run_1/cell_classes.png
The bar under the picture is 20 um long.
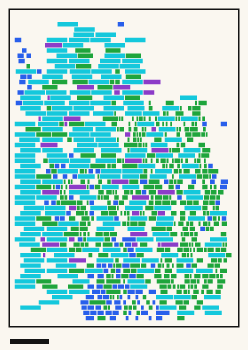
run_1/registers.png
The bar under the picture is 20 um long. Other sequential cells in the stronger grey, the rest of the logic in the fainter grey.
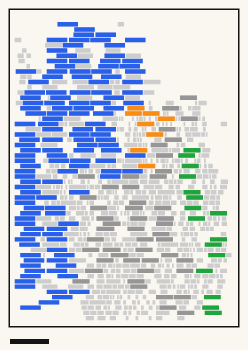
run_1/drive_strength.png
The bar under the picture is 20 um long.
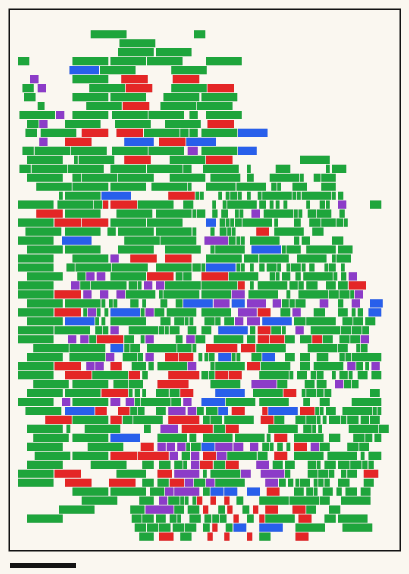
==> src/rtl/j1_io_uart.sv <==
// J1 I/O-bus UART: 4-register window (TXDATA, RXDATA, STATUS, DIVISOR), TX FIFO + 8N1 serializer.
// The receive path is built only when J1_UART_RX_EN is defined.
module j1_io_uart #(
  parameter logic [15:0] BASE         = 16'h1000,
  parameter int          CLKS_PER_BIT = 434,
  parameter int          TX_DEPTH     = 16
) (
  input  logic        clk,
  input  logic        resetq,
  input  logic        io_rd,
  input  logic        io_wr,
  input  logic [15:0] io_addr,
  input  logic [15:0] io_wdata,
  output logic [15:0] io_din,
  input  logic        uart_rx,
  output logic        uart_tx
);
  localparam int AW = $clog2(TX_DEPTH);

  typedef enum logic [1:0] {ST_IDLE, ST_START, ST_DATA, ST_STOP} uart_state_t;

  logic hit, wr_tx, wr_div, rd_rx, rd_st;
  assign hit    = (io_addr[15:2] == BASE[15:2]);
  assign wr_tx  = io_wr && hit && (io_addr[1:0] == 2'd0);
  assign wr_div = io_wr && hit && (io_addr[1:0] == 2'd3);
  assign rd_rx  = io_rd && hit && (io_addr[1:0] == 2'd1);
  assign rd_st  = io_rd && hit && (io_addr[1:0] == 2'd2);

  logic [15:0] divisor_q, divisor_d;
  logic        tx_ovf_q, tx_ovf_d;

  logic [7:0]  fifo_mem [TX_DEPTH];
  logic [AW:0] wr_ptr_q, wr_ptr_d, rd_ptr_q, rd_ptr_d;
  logic        tx_full, tx_empty, tx_pop, push_ok;
  logic [7:0]  fifo_rd_data;

  // Extra pointer bit distinguishes full from empty when the indices match.
  assign tx_empty     = (wr_ptr_q == rd_ptr_q);
  assign tx_full      = (wr_ptr_q[AW] != rd_ptr_q[AW]) && (wr_ptr_q[AW-1:0] == rd_ptr_q[AW-1:0]);
  assign push_ok      = wr_tx && (!tx_full || tx_pop);
  assign fifo_rd_data = fifo_mem[rd_ptr_q[AW-1:0]];

  uart_state_t tx_state_q, tx_state_d;
  logic [15:0] tx_cnt_q, tx_cnt_d, tx_div_q, tx_div_d;
  logic [2:0]  tx_bit_q, tx_bit_d;
  logic [7:0]  tx_shift_q, tx_shift_d;

  always_comb begin
    tx_state_d = tx_state_q;
    tx_cnt_d   = tx_cnt_q;
    tx_div_d   = tx_div_q;
    tx_bit_d   = tx_bit_q;
    tx_shift_d = tx_shift_q;
    tx_pop     = 1'b0;
    if (tx_state_q != ST_IDLE) tx_cnt_d = tx_cnt_q - 16'd1;
    case (tx_state_q)
      ST_IDLE: ;
      ST_START:
        if (tx_cnt_q == 16'd0) begin
          tx_state_d = ST_DATA;
          tx_cnt_d   = tx_div_q - 16'd1;
          tx_bit_d   = 3'd0;
        end
      ST_DATA:
        if (tx_cnt_q == 16'd0) begin
          tx_shift_d = {1'b0, tx_shift_q[7:1]};
          tx_cnt_d   = tx_div_q - 16'd1;
          tx_bit_d   = tx_bit_q + 3'd1;
          if (tx_bit_q == 3'd7) tx_state_d = ST_STOP;
        end
      ST_STOP:
        if (tx_cnt_q == 16'd0) tx_state_d = ST_IDLE;
      default: tx_state_d = ST_IDLE;
    endcase
    // Frame start from IDLE or straight out of STOP; the divisor is latched here.
    if ((tx_state_q == ST_IDLE || (tx_state_q == ST_STOP && tx_cnt_q == 16'd0)) && !tx_empty) begin
      tx_pop     = 1'b1;
      tx_state_d = ST_START;
      tx_div_d   = divisor_q;
      tx_cnt_d   = divisor_q - 16'd1;
      tx_shift_d = fifo_rd_data;
    end
  end

  assign uart_tx = (tx_state_q == ST_START) ? 1'b0 :
                   (tx_state_q == ST_DATA)  ? tx_shift_q[0] : 1'b1;

  always_comb begin
    wr_ptr_d  = push_ok ? wr_ptr_q + {{AW{1'b0}}, 1'b1} : wr_ptr_q;
    rd_ptr_d  = tx_pop  ? rd_ptr_q + {{AW{1'b0}}, 1'b1} : rd_ptr_q;
    divisor_d = divisor_q;
    if (wr_div) divisor_d = (io_wdata < 16'd4) ? 16'd4 : io_wdata;
    tx_ovf_d  = (tx_ovf_q && !rd_st) || (wr_tx && !push_ok);
  end

  always_ff @(posedge clk) begin
    if (push_ok) fifo_mem[wr_ptr_q[AW-1:0]] <= io_wdata[7:0];
  end

  always_ff @(posedge clk or negedge resetq) begin
    if (!resetq) begin
      tx_state_q <= ST_IDLE;
      tx_cnt_q   <= 16'd0;
      tx_div_q   <= 16'd0;
      tx_bit_q   <= 3'd0;
      tx_shift_q <= 8'd0;
      wr_ptr_q   <= '0;
      rd_ptr_q   <= '0;
      divisor_q  <= 16'(CLKS_PER_BIT);
      tx_ovf_q   <= 1'b0;
    end else begin
      tx_state_q <= tx_state_d;
      tx_cnt_q   <= tx_cnt_d;
      tx_div_q   <= tx_div_d;
      tx_bit_q   <= tx_bit_d;
      tx_shift_q <= tx_shift_d;
      wr_ptr_q   <= wr_ptr_d;
      rd_ptr_q   <= rd_ptr_d;
      divisor_q  <= divisor_d;
      tx_ovf_q   <= tx_ovf_d;
    end
  end

  logic [7:0] rx_byte;
  logic       rx_valid, ferr, overrun;

`ifdef J1_UART_RX_EN
  uart_state_t rx_state_q, rx_state_d;
  logic [1:0]  rx_sync_q, rx_sync_d;
  logic        rx_prev_q, rx_prev_d, rx_s;
  logic [15:0] rx_cnt_q, rx_cnt_d, rx_div_q, rx_div_d;
  logic [2:0]  rx_bit_q, rx_bit_d;
  logic [7:0]  rx_shift_q, rx_shift_d, rx_byte_q, rx_byte_d;
  logic        rx_valid_q, rx_valid_d, ferr_q, ferr_d, overrun_q, overrun_d;

  assign rx_s = rx_sync_q[1];

  always_comb begin
    rx_sync_d  = {rx_sync_q[0], uart_rx};
    rx_prev_d  = rx_s;
    rx_state_d = rx_state_q;
    rx_cnt_d   = rx_cnt_q;
    rx_div_d   = rx_div_q;
    rx_bit_d   = rx_bit_q;
    rx_shift_d = rx_shift_q;
    rx_byte_d  = rx_byte_q;
    rx_valid_d = rx_valid_q && !rd_rx;
    ferr_d     = ferr_q && !rd_st;
    overrun_d  = overrun_q && !rd_st;
    if (rx_state_q != ST_IDLE) rx_cnt_d = rx_cnt_q - 16'd1;
    case (rx_state_q)
      ST_IDLE:
        if (rx_prev_q && !rx_s) begin
          rx_state_d = ST_START;
          rx_div_d   = divisor_q;
          rx_cnt_d   = (divisor_q >> 1) - 16'd1;
        end
      ST_START:
        if (rx_cnt_q == 16'd0) begin
          rx_state_d = rx_s ? ST_IDLE : ST_DATA;
          rx_cnt_d   = rx_div_q - 16'd1;
          rx_bit_d   = 3'd0;
        end
      ST_DATA:
        if (rx_cnt_q == 16'd0) begin
          rx_shift_d = {rx_s, rx_shift_q[7:1]};
          rx_cnt_d   = rx_div_q - 16'd1;
          rx_bit_d   = rx_bit_q + 3'd1;
          if (rx_bit_q == 3'd7) rx_state_d = ST_STOP;
        end
      ST_STOP:
        if (rx_cnt_q == 16'd0) begin
          rx_state_d = ST_IDLE;
          if (!rx_s) ferr_d = 1'b1;
          // A read in the completion cycle frees the holder, so the new byte wins.
          if (rx_valid_q && !rd_rx) begin
            overrun_d = 1'b1;
          end else begin
            rx_byte_d  = rx_shift_q;
            rx_valid_d = 1'b1;
          end
        end
      default: rx_state_d = ST_IDLE;
    endcase
  end

  always_ff @(posedge clk or negedge resetq) begin
    if (!resetq) begin
      rx_sync_q  <= 2'b11;
      rx_prev_q  <= 1'b1;
      rx_state_q <= ST_IDLE;
      rx_cnt_q   <= 16'd0;
      rx_div_q   <= 16'd0;
      rx_bit_q   <= 3'd0;
      rx_shift_q <= 8'd0;
      rx_byte_q  <= 8'd0;
      rx_valid_q <= 1'b0;
      ferr_q     <= 1'b0;
      overrun_q  <= 1'b0;
    end else begin
      rx_sync_q  <= rx_sync_d;
      rx_prev_q  <= rx_prev_d;
      rx_state_q <= rx_state_d;
      rx_cnt_q   <= rx_cnt_d;
      rx_div_q   <= rx_div_d;
      rx_bit_q   <= rx_bit_d;
      rx_shift_q <= rx_shift_d;
      rx_byte_q  <= rx_byte_d;
      rx_valid_q <= rx_valid_d;
      ferr_q     <= ferr_d;
      overrun_q  <= overrun_d;
    end
  end

  assign rx_byte  = rx_byte_q;
  assign rx_valid = rx_valid_q;
  assign ferr     = ferr_q;
  assign overrun  = overrun_q;
`else
  logic unused_rx;
  assign unused_rx = uart_rx;
  assign rx_byte   = 8'd0;
  assign rx_valid  = 1'b0;
  assign ferr      = 1'b0;
  assign overrun   = 1'b0;
`endif

  always_comb begin
    io_din = 16'd0;
    if (io_rd && hit) begin
      case (io_addr[1:0])
        2'd1:    io_din = {8'h00, rx_byte};
        2'd2:    io_din = {10'b0, tx_ovf_q, ferr, overrun, rx_valid, tx_empty, tx_full};
        2'd3:    io_din = divisor_q;
        default: io_din = 16'd0;
      endcase
    end
  end
endmodule
==> config.mk <==
export PLATFORM = sky130hd
export DESIGN_NAME = j1_io_uart
export DESIGN_NICKNAME = d
export VERILOG_FILES = /design/src/rtl/j1_io_uart.sv
export SDC_FILE = /design/constraint.sdc
export NUM_CORES = 1
export LEC_CHECK = 0
export CAP_MARGIN = 20
export CORE_ASPECT_RATIO = 1.4
export CORE_MARGIN = 2
export CORE_UTILIZATION = 51
export CTS_CLUSTER_SIZE = 28
export DETAILED_ROUTE_END_ITERATION = 6
export PLACE_DENSITY = 0.78
export SYNTH_ARGS = -nofsm -noshare
export SYNTH_HDL_FRONTEND = slang
export SYNTH_SLANG_ARGS = --single-unit
==> constraint.sdc <==
create_clock -name clk -period 2.6 [get_ports clk]
set_input_delay 0.39 -clock clk [delete_from_list [all_inputs] [get_ports clk]]
set_output_delay 0.39 -clock clk [all_outputs]
set_load 0.01 [all_outputs]
==> results.tsv, run 1 <==
metric	value	unit
via count	5902	
final core utilization	62.0	%
xor/xnor share	4.71	%
crit path to	io_din[1]	
H-tree Lvls	4	
Largest register FFs	128	
chip width	118	um
most numerous cell in the Yosys netlist	edfxtp_1	
wl on met1	8080	um
Worst Setup Start Kind	input port	
fraction of layout cells with a size suffix above 1	26.3	%
FF-to-FF End	fifo_mem[9][5]	
CTS root buffer	clkbuf_16	
First DRT Iteration DRCs	418	
met3 usage	3.37	%
Resized cells post-CTS	54	
Slew Limit Headroom	48.1	%
CP required	2.21	ns
static leakage	4.46	nW
Post-synth ARST share	36.0	%
Final GP Congestion	0.846	
mux share	13.1	%
TritonCTS Buffers	17	
CP most frequent cell	buf_6	
clock skew	0.00939	ns
Inserted Diodes	0	
CP peak stage delay	0.27	ns
min cycle time layout	2.53	ns
status	finished clean	
critical path depth in cells	11	
initial antenna violation count	0	
CTS Sinks	200	
CTS tree	yes	
Worst-Skew Late Latency	0.44	ns
fin cells	1013	
worst-margin pin slew	0.776	ns
total power	5.98	mW
metal2 WL	11600	um
fmax	395	MHz
Min Hold Slack	0.482	ns
dpl cells	975	
most used logic cell in the final layout	edfxtp_1	
CTS Hold Bufs	1	
maximum number of pins on one net before global-route repair	73	
HP Class	input port to asynchronous set/reset pin	
Setup CP Type	input port to primary output	
drt first pass iters	5	
post-CTS setup buffer count	7	
dominant logic cell types in the final layout	edfxtp_1 (128), dfrtp_1 (66), buf_4 (54)	
Cell Rows	58	
post-layout period usage	97.4	%
area fraction in compound gates	4.94	%
Final Hold Fails	0	
R2R depth	9	
Max-cap violations	0	
setup TNS	0	ns
clock-pin slew on the worst setup and hold paths	0.07	ns
die height	164	um
fp util	51.9	%
R2R Setup Slk	0.11	ns
reg2reg start	tx_cnt_q[1]	
CTS max path bufs	2	
Congestion Overflow GR	0	
Seq share, synth	60.8	%
port bufs	52	
Critical path buffers and inverters	6	
Placed Area	0.0104	mm2
detailed-route wire length	21100	um
Antenna Nets Post-Route	0	
first-pass GRT wire length	33600	um
Registers, synthesis	200	
gr busiest metal	met2	
CP top delay family	buffers and inverters	
Synth logic family	multiplexers	
synth cell count leaders	edfxtp_1 (128), dfrtp_1 (67), nand2_1 (55)	
max layer used	met4	
Top area cell types	edfxtp_1 (41%), dfrtp_1 (18%), mux4_2 (7.8%)	
chip area	0.0193	mm2
post-DR vias/cell	5.83	
Setup WS pre-CTS	-0.440	ns
DR WL met3	675	um
Yosys chip area	0.00930	mm2
Final Setup Violations	0	
Worst Path Arrival	2.14	ns
tool warnings	37	
Post-synth EDFFs	128	
worst path cell trace	dlygate4sd2_1 -> nor4_2 -> nand4_1 -> buf_4 -> nor4_4 -> buf_4 -> buf_6 -> buf_6 -> nand2_2 -> o21ai_4 -> buf_6	
Synth Area in Simple Gates	12.0	%
synthesized area	0.00930	mm2
critical path endpoint category	primary output	
synth warn	0	
Avg Inst Size Synth	14.1	um2
cell type with the largest total area	edfxtp_1	
largest fanout on the critical path	2	
GRT Overall Usage	23.0	%
PwrDens	539	mW/mm2
Max VDD drop	0.537	mV
yosys cell count	661	
Max-area cell share	41.3	%
slowest CP cell	nor4_2	
met1 usage	26.2	%
Post-route DRC	0	
Final nets	813	
met2 usage	42.7	%
fa+ha+maj area frac	2.15	%
crit path launch	io_addr[8]	
Main synth FF type	edfxtp_1	
vias in the first global route	6151	
cells after synthesis	661	
Synthesized Nets	714	
Notes on cell_classes.png above:
| class | colour | cells | share of their area |
|---|---|---|---|
| clock drivers and dummy loads | purple | 32 | 5.1% |
| flops | cyan | 200 | 52% |
| all other logic | green | 429 | 34% |
| other buffers and delay cells | blue | 112 | 8.9% |
Seq/total area: 50.9%
Core Box Area: 0.0179 mm2
final instance area: 0.0111 mm2

Notes on registers.png above:
| signal | colour | placed flops |
|---|---|---|
| fifo_mem | blue | 128 |
| tx_shift_q | orange | 8 |
| tx_cnt_q | green | 16 |

Notes on drive_strength.png above:
| size | colour | cells |
|---|---|---|
| drive 3 to 4 | purple | 77 |
| drive 6 and up | blue | 33 |
| drive 2 | red | 93 |
| drive 1 or less | green | 570 |
Layout area overhead: 19.5%
setup ws final: 0.0682 ns
Signal buffers: 112

==> run 1: report_power, final <==
group	switching (mW)	internal (mW)	total, mW
combinational	0.0877	0.0627	0.150
sequential	0.00305	3.39	3.39
clock	1.20	1.24	2.44
total	1.29	4.70	5.98
==> run 1: final cells by class <==
| type | instances | area (um2) |
|---|---|---|
| Inverter | 18 | 67.6 |
| Tap cell | 240 | 300 |
| Sequential cell | 200 | 5650 |
| Multi-Input combinational cell | 411 | 3580 |
| Timing Repair Buffer | 112 | 962 |
| Clock buffer | 17 | 425 |
| Fill cell | 1339 | 6810 |
| Clock inverter | 15 | 121 |
==> run 2: changes to the inputs <==
--- a/config.mk
+++ b/config.mk
@@ -11,7 +11,7 @@
 export CORE_UTILIZATION = 51
 export CTS_CLUSTER_SIZE = 28
 export DETAILED_ROUTE_END_ITERATION = 6
-export PLACE_DENSITY = 0.78
+export PLACE_DENSITY = 0.73
 export SYNTH_ARGS = -nofsm -noshare
 export SYNTH_HDL_FRONTEND = slang
 export SYNTH_SLANG_ARGS = --single-unit
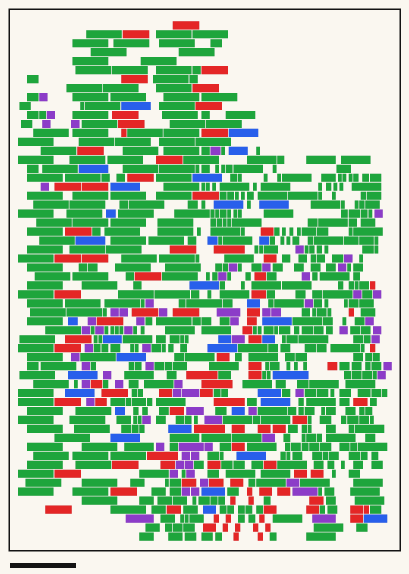
run_2/drive_strength.png
The bar under the picture is 20 um long.
| size | colour | cells |
|---|---|---|
| drive 6 and up | blue | 34 |
| drive 1 or less | green | 578 |
| drive 2 | red | 95 |
| drive 3 to 4 | purple | 71 |

==> run 2 against run 1 <==
  * Maximum frequency is 0.92% lower
  * Count of clock-buffer cells in the layout is 1 higher
  * Cell count is 0.49% higher
  * Combinational power hardly changed
  * Non-clock buffer count is 5 higher
  * Clock power is 7% higher
  * Design area is 0.24% higher
  * Critical path type unchanged
  * Critical endpoint unchanged
  * Largest cell class unchanged
==> results.tsv, run 2 <==
metric	value	unit	change
setup ws final	0.0448	ns	was 0.0682 ns
Resized cells post-CTS	73		was 54
Final GP Congestion	0.811		was 0.846
CTS tree	yes		unchanged
detailed-route wire length	21100	um	about the same
total power	6.16	mW	was 5.98 mW
most used logic cell in the final layout	edfxtp_1		unchanged
Clk power	2.62	mW	was 2.44 mW
Seq/total area	50.8	%	was 50.9%
port bufs	52		unchanged
H-tree Lvls	4		unchanged
comb pwr	0.149	mW	was 0.150 mW
Worst-Skew Late Latency	0.44	ns	about the same
tool warnings	37		unchanged
post-layout period usage	98.3	%	was 97.4%
Signal buffers	117		was 112
Yosys chip area	0.00930	mm2	unchanged
Final nets	818		was 813
Seq share, synth	60.8	%	unchanged
cell type with the largest total area	edfxtp_1		unchanged
logic area	0.00351	mm2	was 0.00358 mm2
CP required	2.21	ns	about the same
yosys cell count	661		unchanged
chip width	118	um	unchanged
post-DR vias/cell	5.73		was 5.83
First DRT Iteration DRCs	400		was 418
Antenna Nets Post-Route	0		unchanged
top cell category	registers		unchanged
HP Class	input port to asynchronous set/reset pin		unchanged
register area	0.00565	mm2	unchanged
synth warn	0		unchanged
post-CTS setup buffer count	4		was 7
clock skew	0.0109	ns	was 0.00939 ns
CTS Hold Bufs	1		unchanged
Top area cell types	edfxtp_1 (41%), dfrtp_1 (18%), mux4_2 (7.8%)		unchanged
R2R depth	7		was 9
CTS Sinks	200		unchanged
drt first pass iters	5		unchanged
fraction of layout cells with a size suffix above 1	25.7	%	was 26.3%
Largest register FFs	128		unchanged
GRT Overall Usage	23.1	%	was 23.0%
dpl cells	980		was 975
critical path endpoint category	primary output		unchanged
fin cells	1018		was 1013
Main synth FF type	edfxtp_1		unchanged
Layout area overhead	19.8	%	was 19.5%
clkbuf count	18		was 17
comb_multi_in	411		unchanged
Int Power	4.82	mW	was 4.70 mW
worst path cell trace	dlygate4sd2_1 -> nor4_2 -> nand4_1 -> buf_4 -> nor4_4 -> buf_4 -> buf_6 -> buf_6 -> nand2_1 -> o21ai_2 -> buf_2		was dlygate4sd2_1 -> nor4_2 -> nand4_1 -> buf_4 -> nor4_4 -> buf_4 -> buf_6 -> buf_6 -> nand2_2 -> o21ai_4 -> buf_6
Synthesized Nets	714		unchanged
P_sw	1.34	mW	was 1.29 mW
slowest CP cell	nor4_2		unchanged
TritonCTS Buffers	17		unchanged
Post-route DRC	0		unchanged
CTS max path bufs	2		unchanged
Cell Rows	58		unchanged
Setup CP Type	input port to primary output		unchanged
dominant logic cell types in the final layout	edfxtp_1 (128), dfrtp_1 (66), buf_4 (58)		was edfxtp_1 (128), dfrtp_1 (66), buf_4 (54)
Final Setup Violations	0		unchanged
R2R Setup Slk	0.14	ns	was 0.11 ns
final instance area	0.0111	mm2	about the same
initial antenna violation count	0		unchanged
setup TNS	0	ns	unchanged
Non-clk invs	18		unchanged
maximum number of pins on one net before global-route repair	73		unchanged
Clk pwr share	42.5	%	was 40.8%
crit path launch	io_addr[4]		was io_addr[8]
Placed Area	0.0105	mm2	was 0.0104 mm2
Slew Limit Headroom	53.1	%	was 48.1%
FILL cells	1351		was 1339
Net Sw Frac	21.7	%	was 21.5%
Setup WS pre-CTS	-0.464	ns	was -0.440 ns
fmax	391	MHz	was 395 MHz
FF-to-FF End	fifo_mem[12][6]		was fifo_mem[9][5]
Max-cap violations	0		unchanged
die height	164	um	unchanged
static leakage	4.54	nW	was 4.46 nW
PwrDens	553	mW/mm2	was 539 mW/mm2
critical path depth in cells	11		unchanged
Worst Path Arrival	2.17	ns	was 2.14 ns
Congestion Overflow GR	0		unchanged
combinational share of cell area	31.6	%	was 32.2%
largest fanout on the critical path	3		was 2
Worst Setup Start Kind	input port		unchanged
Max VDD drop	0.447	mV	was 0.537 mV
Final Hold Fails	0		unchanged
via count	5836		was 5902
clock-pin slew on the worst setup and hold paths	0.08	ns	was 0.07 ns
final core utilization	62.1	%	was 62.0%
CTS root buffer	clkbuf_16		unchanged
Post-synth ARST share	36.0	%	unchanged
buffer share of cell area	9.12	%	was 8.66%
CP top delay family	buffers and inverters		unchanged
Seq. pwr	3.39	mW	about the same
chip area	0.0193	mm2	unchanged
first-pass GRT wire length	34200	um	was 33600 um
Min Hold Slack	0.481	ns	was 0.482 ns
synthesized area	0.00930	mm2	unchanged
Post-synth EDFFs	128		unchanged
status	finished clean		unchanged
-- run 2: cell counts after synthesis --
No cell type changed its count.
-- run 2: layer usage --
| metal | GRT usage (%) | part of all wire (%) |
|---|---|---|
| met4 | 8.76 | 2.6 |
| met5 | 0 | 0 |
| met2 | 44.2 | 56 |
| met1 | 25.8 | 38 |
| met3 | 3.58 | 3.0 |
-- run 2: cells by family (layout without fill, tap and decap cells) --
kind of cell / count (synthesis) / in the layout / share of synthesized area, %
buffers and inverters: 50 / 167 / 2.34
adders and majority gates: 16 / 16 / 2.15
and+or+nand+nor: 200 / 200 / 12.0
xor gates and xnor gates: 50 / 50 / 4.71
AOI/OAI and AO/OA: 68 / 68 / 4.94
muxes: 77 / 77 / 13.1
DFF: 200 / 200 / 60.8
==> run 3: changes to the inputs <==
--- a/config.mk
+++ b/config.mk
@@ -6,12 +6,14 @@
 export NUM_CORES = 1
 export LEC_CHECK = 0
 export CAP_MARGIN = 20
+export CELL_PAD_IN_SITES_DETAIL_PLACEMENT = 0
+export CELL_PAD_IN_SITES_GLOBAL_PLACEMENT = 1
 export CORE_ASPECT_RATIO = 1.4
-export CORE_MARGIN = 2
-export CORE_UTILIZATION = 51
+export CORE_MARGIN = 4
+export CORE_UTILIZATION = 45
 export CTS_CLUSTER_SIZE = 28
 export DETAILED_ROUTE_END_ITERATION = 6
-export PLACE_DENSITY = 0.73
+export PLACE_DENSITY = 0.76
 export SYNTH_ARGS = -nofsm -noshare
 export SYNTH_HDL_FRONTEND = slang
 export SYNTH_SLANG_ARGS = --single-unit
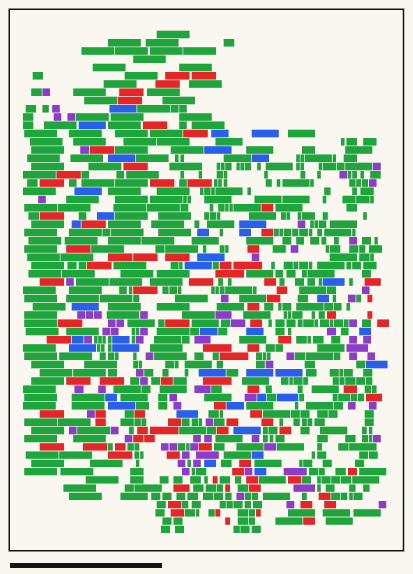
run_3/drive_strength.png
The bar under the picture is 50 um long.
| size | colour | cells |
|---|---|---|
| drive 6 and up | blue | 39 |
| drive 2 | red | 92 |
| drive 1 or less | green | 576 |
| drive 3 to 4 | purple | 75 |

==> run 3 against run 2 <==
  * The flow now finishes with violations (hold timing)
  * Setup slack improved by 0.10 ns
  * Register-to-register slack about the same
  * Largest power group unchanged
  * Synthesized cell count unchanged
  * Largest cell class unchanged
  * Sequential power about the same
==> results.tsv, run 3 <==
metric	value	unit	change
max layer used	met4		unchanged
Final Setup Violations	0		unchanged
final core utilization	56.0	%	was 62.1%
cell type with the largest total area	edfxtp_1		unchanged
chip width	129	um	was 118 um
mux share	13.1	%	unchanged
Synth Area in Simple Gates	12.0	%	unchanged
Inserted Diodes	0		unchanged
Yosys chip area	0.00930	mm2	unchanged
total power	6.20	mW	was 6.16 mW
initial antenna violation count	0		unchanged
Placed Area	0.0105	mm2	about the same
gr busiest metal	met2		unchanged
CTS root buffer	clkbuf_16		unchanged
Setup WS pre-CTS	-0.352	ns	was -0.464 ns
clock skew	0.0117	ns	was 0.0109 ns
Critical path buffers and inverters	2		was 6
Registers, synthesis	200		unchanged
fa+ha+maj area frac	2.15	%	unchanged
Max-area cell share	41.3	%	unchanged
Max VDD drop	0.523	mV	was 0.447 mV
post-DR vias/cell	5.63		was 5.73
Post-synth EDFFs	128		unchanged
port bufs	52		unchanged
fin cells	1034		was 1018
slowest CP cell	or4_1		was nor4_2
via count	5824		was 5836
DR WL met3	433	um	was 637 um
crit path launch	tx_state_q[1]		was io_addr[4]
failing checks	hold timing		
area fraction in compound gates	4.94	%	unchanged
synth warn	0		unchanged
wl on met1	8300	um	was 8050 um
worst path cell trace	ha_1 -> nor4b_2 -> and4_1 -> or4_1 -> buf_4 -> nand3_2 -> nor2_1 -> buf_4		was dlygate4sd2_1 -> nor4_2 -> nand4_1 -> buf_4 -> nor4_4 -> buf_4 -> buf_6 -> buf_6 -> nand2_1 -> o21ai_2 -> buf_2
R2R depth	8		was 7
metal2 WL	12000	um	was 11900 um
met3 usage	2.85	%	was 3.58%
Synthesized Nets	714		unchanged
fp util	46.3	%	was 51.9%
Worst Path Arrival	2.64	ns	was 2.17 ns
dominant logic cell types in the final layout	edfxtp_1 (128), dfrtp_1 (66), buf_4 (62)		was edfxtp_1 (128), dfrtp_1 (66), buf_4 (58)
Post-synth ARST share	36.0	%	unchanged
reg2reg start	tx_state_q[1]		unchanged
critical path depth in cells	8		was 11
H-tree Lvls	4		unchanged
vias in the first global route	6329		was 6386
First DRT Iteration DRCs	332		was 400
die height	178	um	was 164 um
static leakage	4.52	nW	was 4.54 nW
Final GP Congestion	0.840		was 0.811
Min Hold Slack	-0.0141	ns	was 0.481 ns
status	finished with violations		was finished clean
post-layout period usage	94.3	%	was 98.3%
Final Hold Fails	6		was 0
tool warnings	36		was 37
fmax	408	MHz	was 391 MHz
TritonCTS Buffers	17		unchanged
Synth logic family	multiplexers		unchanged
Worst Setup Start Kind	register		was input port
setup ws final	0.149	ns	was 0.0448 ns
met1 usage	23.2	%	was 25.8%
most numerous cell in the Yosys netlist	edfxtp_1		unchanged
Layout area overhead	21.0	%	was 19.8%
cells after synthesis	661		unchanged
==> run 3: cell counts after synthesis <==
Identical to the previous run, type by type.
==> run 3: where the power goes <==
part | switching [mW] | leakage, nW | total [mW] | internal (mW)
clock network | 1.34 | 0.300 | 2.66 | 1.32
logic | 0.0830 | 2.20 | 0.141 | 0.0581
registers | 0.00297 | 2.02 | 3.39 | 3.39
==> run 3: layout make-up <==
| class | count | area [um2] |
|---|---|---|
| Fill cell | 1621 | 8830 |
| Sequential cell | 200 | 5650 |
| Multi-Input combinational cell | 411 | 3540 |
| Timing Repair Buffer | 121 | 1050 |
| Clock buffer | 17 | 425 |
| Tap cell | 252 | 315 |
| Clock inverter | 15 | 194 |
| Inverter | 18 | 67.6 |
Power figures rest on the tool's default switching activity, not on a simulated workload.
